$ cat src/rtl/pipe_hazard_ctrl.sv
// ---------------------------------------------------------------------------
// pipe_hazard_ctrl
//
// Hazard and forwarding controller for a 5-stage (F/D/E/M/W) pipeline. It
// sits beside the decode-stage control unit and drives the pipeline-register
// enables/clears and the ALU operand-select muxes.
//
// Functions:
//   - Three-source operand forwarding (E > M > W priority).
//   - Load-use stall of LOAD_USE_CYC bubbles, sequenced by a small counter.
//   - Memory-wait freeze while the data memory has not completed.
//   - Taken-branch (resolved in M) and jump (decoded in D) flushes.
//   - Saturating performance counter of stall/freeze cycles.
//
// Ports:
//   Clk, Clrn              clock (rising edge), async active-low reset
//   D_Rs/D_Rt/D_UseRs/Rt   source registers of the D-stage instruction
//   E_Rd/E_Wreg/E_Load     E-stage destination, write enable, load flag
//   M_Rd/M_Wreg/M_Mem      M-stage destination, write enable, memory access
//   W_Rd/W_Wreg            W-stage destination, write enable
//   Mem_Ready              data memory completes this cycle
//   Br_Taken, Jump         branch taken in M, jump decoded in D
//   Clr_Cnt                synchronous clear of Stall_Count
//   FwdA/FwdB              operand select: 00 regfile, 10 E, 01 M, 11 W
//   Stall_F, Bubble_E      hold PC + IF/ID, load NOP into ID/EX
//   Freeze                 hold all pipeline registers
//   Flush_D/E/M            clear IF/ID, ID/EX, EX/MEM
//   Stall_Count            saturating count of stall/freeze cycles
// ---------------------------------------------------------------------------
module pipe_hazard_ctrl #(
  parameter int REG_AW       = 5,
  parameter int LOAD_USE_CYC = 1,
  parameter int CNT_W        = 16
) (
  input  logic              Clk,
  input  logic              Clrn,
  input  logic [REG_AW-1:0] D_Rs,
  input  logic [REG_AW-1:0] D_Rt,
  input  logic              D_UseRs,
  input  logic              D_UseRt,
  input  logic [REG_AW-1:0] E_Rd,
  input  logic              E_Wreg,
  input  logic              E_Load,
  input  logic [REG_AW-1:0] M_Rd,
  input  logic              M_Wreg,
  input  logic              M_Mem,
  input  logic [REG_AW-1:0] W_Rd,
  input  logic              W_Wreg,
  input  logic              Mem_Ready,
  input  logic              Br_Taken,
  input  logic              Jump,
  input  logic              Clr_Cnt,
  output logic [1:0]        FwdA,
  output logic [1:0]        FwdB,
  output logic              Stall_F,
  output logic              Bubble_E,
  output logic              Freeze,
  output logic              Flush_D,
  output logic              Flush_E,
  output logic              Flush_M,
  output logic [CNT_W-1:0]  Stall_Count
);

  typedef enum logic [0:0] {
    ST_RUN   = 1'b0,
    ST_LDUSE = 1'b1
  } state_t;

  localparam logic [REG_AW-1:0] REG_ZERO  = '0;
  localparam logic [3:0]        LU_RELOAD = 4'(LOAD_USE_CYC - 1);
  localparam logic [CNT_W-1:0]  CNT_MAX   = {CNT_W{1'b1}};
  localparam logic [CNT_W-1:0]  CNT_ONE   = {{(CNT_W-1){1'b0}}, 1'b1};
  localparam logic [CNT_W-1:0]  CNT_ZERO  = {CNT_W{1'b0}};

  state_t           r_state;
  state_t           w_state_nxt;
  logic [3:0]       r_cnt;
  logic [3:0]       w_cnt_nxt;
  logic [CNT_W-1:0] r_stall_cnt;

  logic             w_freeze;
  logic             w_hz;
  logic             w_stall;
  logic             w_flush_br;
  logic             w_flush_jmp;
  logic [1:0]       w_fwd_a;
  logic [1:0]       w_fwd_b;

  // Operand select for one source register. The youngest producer wins.
  // A load in E is the youngest producer but its data is not ready; M or W
  // would hold a stale copy, so no forward is selected and the load-use
  // stall keeps the instruction in D until the value reaches M.
  function automatic logic [1:0] fwd_sel(
    input logic              use_x,
    input logic [REG_AW-1:0] src,
    input logic              e_wreg,
    input logic              e_load,
    input logic [REG_AW-1:0] e_rd,
    input logic              m_wreg,
    input logic [REG_AW-1:0] m_rd,
    input logic              w_wreg,
    input logic [REG_AW-1:0] w_rd
  );
    logic [1:0] sel;
    sel = 2'b00;
    if (use_x && (src != REG_ZERO)) begin
      if (e_wreg && (e_rd == src)) begin
        sel = e_load ? 2'b00 : 2'b10;
      end else if (m_wreg && (m_rd == src)) begin
        sel = 2'b01;
      end else if (w_wreg && (w_rd == src)) begin
        sel = 2'b11;
      end else begin
        sel = 2'b00;
      end
    end else begin
      sel = 2'b00;
    end
    return sel;
  endfunction

  assign w_fwd_a = fwd_sel(D_UseRs, D_Rs, E_Wreg, E_Load, E_Rd,
                           M_Wreg, M_Rd, W_Wreg, W_Rd);
  assign w_fwd_b = fwd_sel(D_UseRt, D_Rt, E_Wreg, E_Load, E_Rd,
                           M_Wreg, M_Rd, W_Wreg, W_Rd);

  assign w_freeze = M_Mem & ~Mem_Ready;

  assign w_hz = E_Load & E_Wreg & (E_Rd != REG_ZERO) &
                ((D_UseRs & (D_Rs == E_Rd)) | (D_UseRt & (D_Rt == E_Rd)));

  // Next-state and stall/flush decode. Freeze outranks everything and holds
  // the sequencer; a taken branch outranks any load-use stall.
  always_comb begin
    w_state_nxt = r_state;
    w_cnt_nxt   = r_cnt;
    w_stall     = 1'b0;
    w_flush_br  = 1'b0;
    if (w_freeze) begin
      w_state_nxt = r_state;
      w_cnt_nxt   = r_cnt;
    end else if (Br_Taken) begin
      w_flush_br  = 1'b1;
      w_state_nxt = ST_RUN;
      w_cnt_nxt   = 4'd0;
    end else begin
      case (r_state)
        ST_RUN: begin
          if (w_hz) begin
            w_stall = 1'b1;
            // First bubble is issued here; the remaining ones come from LDUSE.
            if (LOAD_USE_CYC > 1) begin
              w_state_nxt = ST_LDUSE;
              w_cnt_nxt   = LU_RELOAD;
            end else begin
              w_state_nxt = ST_RUN;
              w_cnt_nxt   = 4'd0;
            end
          end else begin
            w_state_nxt = ST_RUN;
            w_cnt_nxt   = r_cnt;
          end
        end
        ST_LDUSE: begin
          w_stall = 1'b1;
          if (r_cnt <= 4'd1) begin
            w_state_nxt = ST_RUN;
            w_cnt_nxt   = 4'd0;
          end else begin
            w_state_nxt = ST_LDUSE;
            w_cnt_nxt   = r_cnt - 4'd1;
          end
        end
        default: begin
          w_state_nxt = ST_RUN;
          w_cnt_nxt   = 4'd0;
        end
      endcase
    end
  end

  // A jump held by a stall is flushed on the cycle the stall releases it.
  assign w_flush_jmp = Jump & ~Br_Taken & ~w_freeze & ~w_stall;

  // Load-use sequencer state and remaining-bubble counter.
  always_ff @(posedge Clk or negedge Clrn) begin
    if (!Clrn) begin
      r_state <= ST_RUN;
      r_cnt   <= 4'd0;
    end else begin
      r_state <= w_state_nxt;
      r_cnt   <= w_cnt_nxt;
    end
  end

  // Saturating stall/freeze cycle counter; clear outranks increment.
  always_ff @(posedge Clk or negedge Clrn) begin
    if (!Clrn) begin
      r_stall_cnt <= CNT_ZERO;
    end else if (Clr_Cnt) begin
      r_stall_cnt <= CNT_ZERO;
    end else if ((w_stall | w_freeze) && (r_stall_cnt != CNT_MAX)) begin
      r_stall_cnt <= r_stall_cnt + CNT_ONE;
    end else begin
      r_stall_cnt <= r_stall_cnt;
    end
  end

  // Combinational outputs read as 0 for the whole time reset is asserted.
  assign FwdA        = Clrn ? w_fwd_a : 2'b00;
  assign FwdB        = Clrn ? w_fwd_b : 2'b00;
  assign Stall_F     = Clrn & w_stall;
  assign Bubble_E    = Clrn & w_stall;
  assign Freeze      = Clrn & w_freeze;
  assign Flush_D     = Clrn & (w_flush_br | w_flush_jmp);
  assign Flush_E     = Clrn & w_flush_br;
  assign Flush_M     = Clrn & w_flush_br;
  assign Stall_Count = r_stall_cnt;

endmodule

$ cat config.mk
export PLATFORM = sky130hd
export DESIGN_NAME = pipe_hazard_ctrl
export DESIGN_NICKNAME = d
export VERILOG_FILES = /design/src/rtl/pipe_hazard_ctrl.sv
export SDC_FILE = /design/constraint.sdc
export NUM_CORES = 1
export LEC_CHECK = 0
export CAP_MARGIN = 20
export CORE_MARGIN = 4
export CORE_UTILIZATION = 45
export DETAILED_ROUTE_END_ITERATION = 8
export GPL_ROUTABILITY_DRIVEN = 0
export GPL_TIMING_DRIVEN = 0
export MAX_ROUTING_LAYER = met4
export PLACE_DENSITY = 0.91
export SLEW_MARGIN = 20
export SYNTH_ARGS = -nofsm -noshare
export SYNTH_HDL_FRONTEND = slang
export SYNTH_SLANG_ARGS = --single-unit
$ cat constraint.sdc
create_clock -name Clk -period 2.5 [get_ports Clk]
set_clock_uncertainty 0.15 [all_clocks]
set_input_delay 0.375 -clock Clk [delete_from_list [all_inputs] [get_ports Clk]]
set_output_delay 0.375 -clock Clk [all_outputs]
set_load 0.05 [all_outputs]
### Clock distribution, run 1

The bar under the picture is 20 um long.
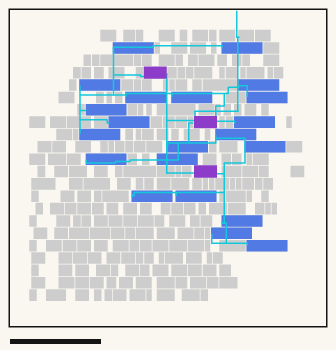
purple -> clock drivers  # count 3
cyan -> clock wires  # length 312 um
blue -> flip-flops  # count 21
routed clock nets = 4

### Placement view, run 1

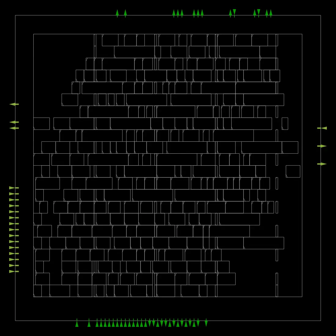
Fill cells: 269
n_taps: 48
num rows: 22
sequential share of cell area: 20.46%

### M3 wires, run 1

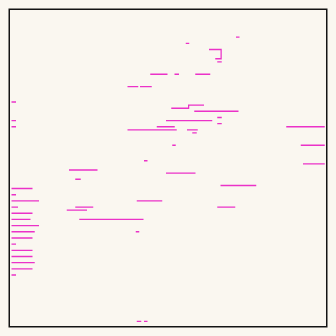
nets with wire on the layer = 41
share of all routed wire = 3.5%
wire length on this layer = 191 um
longest straight run = 13.8 um

### Cell area per tile, run 1

The die is cut into 7 by 7 equal tiles; white is low, dark blue is high, 0 to 100% covered.
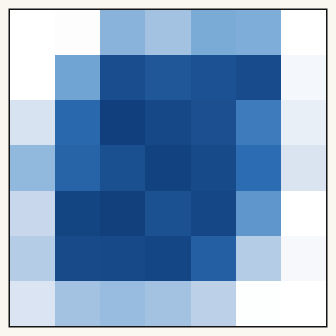
emptiest ninth of the die = south-east
tiles over 75% full = 43%
fullest tile = 94%
nearly empty tiles = 14%

==> job_summary.md, run 1 <==
### Metrics collected by this job

| Metric | Value |
|---|---|
| CP Class | `in -> out` |
| R2r setup slk | `100 ps` |
| Required time worst endpoint | `1980 ps` |
| Final core occ | `between 70 and 80%` |
| CP endpoint kind | `output port` |
| TritonCTS Buffers | `3` |
| IO Count | `64` |
| Drt first-iter violations | `~110` |
| Placed cell area | `2404 um^2` |
| Final period utilization | `99.17%` |
| # port buffers | `between 60 and 70` |
| Run status | `completed` |
| Simple-Gate Fraction of Synth Area | `28.76%` |
| FF+latch count, synth | `21` |
| M1 GR Usage | `24.77%` |
| H-tree depth | `1` |
| Non-clock buffers, area share | `26.64%` |
| 1st-pass router iterations | `4` |
| Crit path to | `Stall_F` |
| Stage-log warning count | `28` |
| Leading cell kind | `multi-input combinational cells` |
==> run 1 -> run 2 <==
--- a/config.mk
+++ b/config.mk
@@ -7,12 +7,13 @@
 export LEC_CHECK = 0
 export CAP_MARGIN = 20
 export CORE_MARGIN = 4
-export CORE_UTILIZATION = 45
+export CORE_UTILIZATION = 40
 export DETAILED_ROUTE_END_ITERATION = 8
 export GPL_ROUTABILITY_DRIVEN = 0
 export GPL_TIMING_DRIVEN = 0
 export MAX_ROUTING_LAYER = met4
-export PLACE_DENSITY = 0.91
+export PLACE_DENSITY = 0.86
+export REMOVE_ABC_BUFFERS = 1
 export SLEW_MARGIN = 20
 export SYNTH_ARGS = -nofsm -noshare
 export SYNTH_HDL_FRONTEND = slang
==> constraint.sdc (replaced) <==
create_clock -name Clk -period 2.1 [get_ports Clk]
set_clock_uncertainty 0.15 [all_clocks]
set_input_delay 0.315 -clock Clk [delete_from_list [all_inputs] [get_ports Clk]]
set_output_delay 0.315 -clock Clk [all_outputs]
set_load 0.05 [all_outputs]
==> run 2 against run 1 <==
Compared with the run above: the run now ends with setup timing left; sequential power is 19% higher; synthesized area did not move; clock-buffer cell count is the same; first-iteration DRC count rose to 2.7 times the previous value; clock power is about 20% higher; sequential cell count is the same; global-route usage grew 3.0 points; sequential share of layout area is 3.1 points lower; critical path type unchanged; critical endpoint is now FwdB[1]; largest power group unchanged.
==> job_summary.md, run 2 <==
### Metrics collected by this job

| Metric | Value |
|---|---|
| Run status | `finished, violations left (was completed)` |
| Violated checks | `setup timing` |
| Switching part of the total power | `33.02% (was 31.85%)` |
| Gate power share | `33.2% (was 28.2%)` |
| Max clock buf depth | `2 (unchanged)` |
| Num rows | `23 (was 22)` |
| Crit path to | `FwdB[1] (was Stall_F)` |
| Yosys Warn Count | `0 (unchanged)` |
| Sequential share of cell area | `17.34% (was 20.46%)` |
| Cell type with the largest total area | `dfrtp_1 (unchanged)` |
| GR Overflow Total | `0 (unchanged)` |
| Number of flip-flops in the largest register | `16 (unchanged)` |
| Die footprint | `5372 um^2 (was 4839 um^2)` |
| N_taps | `50 (was 48)` |
| Non-clock buffers, area share | `30.90% (was 26.64%)` |
| Final core occ | `75.05% (was 70.16%)` |
| Simple-Gate Fraction of Synth Area | `28.76% (unchanged)` |
| # DRC | `0 (unchanged)` |
| Placed cells | `308 (was 311)` |
| Required time worst endpoint | `1630 ps (was 1980 ps)` |
| CTS tree | `done (unchanged)` |
| Most frequent cells after synthesis | `dfrtp_1 (21), xor2_1 (17), a21oi_1 (16), nor2_1 (16), nand2_1 (15) (unchanged)` |
| CP endpoint kind | `output port (unchanged)` |
| Placed cell area | `2345 um^2 (was 2404 um^2)` |
| CP Class | `in -> out (unchanged)` |
| R2r setup slk | `-250 ps (was 100 ps)` |
| Leading cell kind | `multi-input combinational cells (unchanged)` |
| FF+latch count, synth | `21 (unchanged)` |
| IO Count | `64 (unchanged)` |
| Synth logic family | `simple AND/OR/NAND/NOR gates (unchanged)` |
| Final setup violation count | `25 (was 0)` |
| Initial antenna violation count | `0 (unchanged)` |
| H-tree depth | `1 (unchanged)` |
| PnR worst setup slack | `-277.8 ps (was 20.68 ps)` |
| # port buffers | `63 (was 62)` |
| Share of post-route cells with drive strength above 1 | `44.00% (was 23.27%)` |
| Comb_multi_in | `171 (was 169)` |
| Stage-log warning count | `28 (unchanged)` |
| Final period utilization | `113.2%` |
| TritonCTS Buffers | `3 (unchanged)` |
| 1st-pass router iterations | `5 (was 4)` |
| Worst slew pin tran | `811.5 ps (was 978.6 ps)` |
| First-pass GRT wire length | `10,050 um (was 8431 um)` |
| Fill cells | `227 (was 269)` |
| Drt first-iter violations | `285 (was 105)` |
### M3 wires, run 2

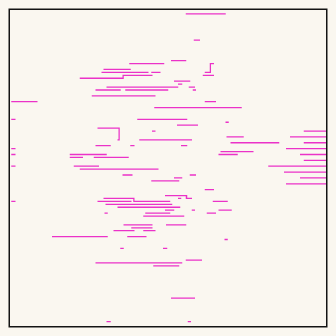
wire length on this layer = 503 um
share of all routed wire = 6.8%
longest straight run = 20.0 um
main direction = horizontal
nets with wire on the layer = 67

### Cell area per tile, run 2

The die is cut into 7 by 7 equal tiles; white is low, dark blue is high, 0 to 100% covered.
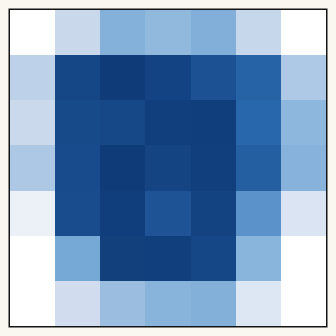
densest ninth of the die = center
tiles over 75% full = 45%
mean over tiles = 56%
fullest tile = 95%
nearly empty tiles = 12%

==> run 2 -> run 3 <==
--- a/config.mk
+++ b/config.mk
@@ -7,12 +7,12 @@
 export LEC_CHECK = 0
 export CAP_MARGIN = 20
 export CORE_MARGIN = 4
-export CORE_UTILIZATION = 40
+export CORE_UTILIZATION = 48
 export DETAILED_ROUTE_END_ITERATION = 8
 export GPL_ROUTABILITY_DRIVEN = 0
 export GPL_TIMING_DRIVEN = 0
 export MAX_ROUTING_LAYER = met4
-export PLACE_DENSITY = 0.86
+export PLACE_DENSITY = 0.95
 export REMOVE_ABC_BUFFERS = 1
 export SLEW_MARGIN = 20
 export SYNTH_ARGS = -nofsm -noshare
==> constraint.sdc (replaced) <==
create_clock -name Clk -period 3 [get_ports Clk]
set_clock_uncertainty 0.15 [all_clocks]
set_input_delay 0.45 -clock Clk [delete_from_list [all_inputs] [get_ports Clk]]
set_output_delay 0.45 -clock Clk [all_outputs]
set_load 0.05 [all_outputs]
### Placement view, run 3

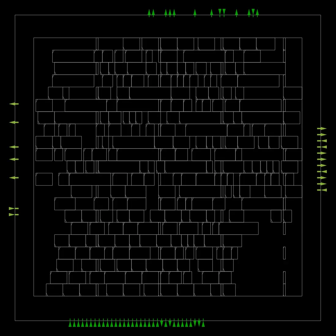
Fill cells: 244
n_taps: 46
flop count: 21
final core occ: 70.40%
num rows: 21

==> run 3 against run 2 <==
Compared with the run above: the run now ends clean; wire length shrank 35%; worst hold slack gained 25 ps; sequential power shrank about 30%; critical path type unchanged; largest cell class unchanged; highest routed layer unchanged.
==> job_summary.md, run 3 <==
### Metrics collected by this job

| Metric | Value |
|---|---|
| Run status | `completed (was finished, violations left)` |
| TritonCTS Buffers | `3 (unchanged)` |
| Non-clock buffers, area share | `26.01% (was 30.90%)` |
| CP Class | `in -> out (unchanged)` |
| 1st-pass router iterations | `4 (was 5)` |
| Total Wirelength | `4854 um (was 7454 um)` |
| GR Overflow Total | `0 (unchanged)` |
| Stage-log warning count | `27 (was 28)` |
| Switching part of the total power | `30.47% (was 33.02%)` |
| Syn Inst Count | `201 (unchanged)` |
| Simple-Gate Fraction of Synth Area | `28.76% (unchanged)` |
| Drt first-iter violations | `118 (was 285)` |
| First-pass GRT wire length | `7707 um (was 10,050 um)` |
| Placed cell area | `2340 um^2 (was 2345 um^2)` |
| Initial antenna violation count | `0 (unchanged)` |
| Yosys Warn Count | `0 (unchanged)` |
| Final period utilization | `97.51%` |
| # port buffers | `63 (unchanged)` |
| R2r setup slk | `390 ps (was -250 ps)` |
| Required time worst endpoint | `2400 ps (was 1630 ps)` |
| CP endpoint kind | `output port (unchanged)` |
| Biggest consumer | `registers (unchanged)` |
| Worst slew pin tran | `614.8 ps (was 811.5 ps)` |
| Number of non-clock inverters | `5 (unchanged)` |
| Cell type with the largest total area | `dfrtp_1 (unchanged)` |
| Max clock buf depth | `2 (unchanged)` |
| IO Count | `64 (unchanged)` |
| Die footprint | `4570 um^2 (was 5372 um^2)` |
| Final setup violation count | `0 (was 25)` |
| H-tree depth | `1 (unchanged)` |
| CTS tree | `done (unchanged)` |
| Share of post-route cells with drive strength above 1 | `8.779% (was 44.00%)` |
| Synth logic family | `simple AND/OR/NAND/NOR gates (unchanged)` |
| Crit path to | `FwdB[1] (unchanged)` |
| # DRC | `0 (unchanged)` |
| Number of flip-flops in the largest register | `16 (unchanged)` |
### I/O pins on the die edge, run 3

Pins as bars across the die edge, other pins in gray.
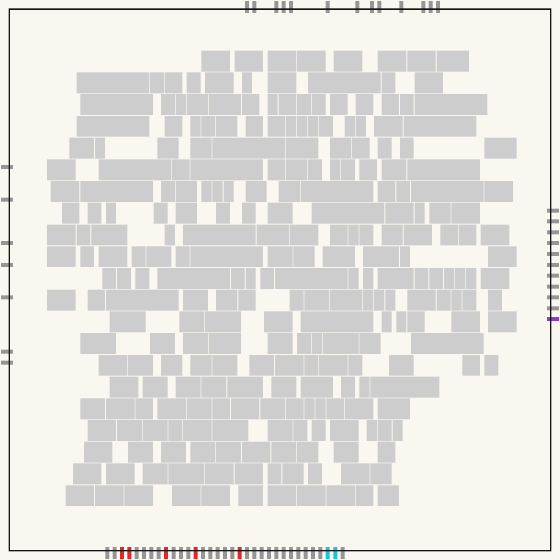
purple -> `Br_Taken`  # pins 1, direction input, edge east
red -> `D_Rt`  # pins 5, direction input, edge south
cyan -> `FwdA`  # pins 2, direction output, edge south
all pins by edge = 33 south, 13 north, 11 east, 7 west

Power is estimated from default activity; no workload was simulated.
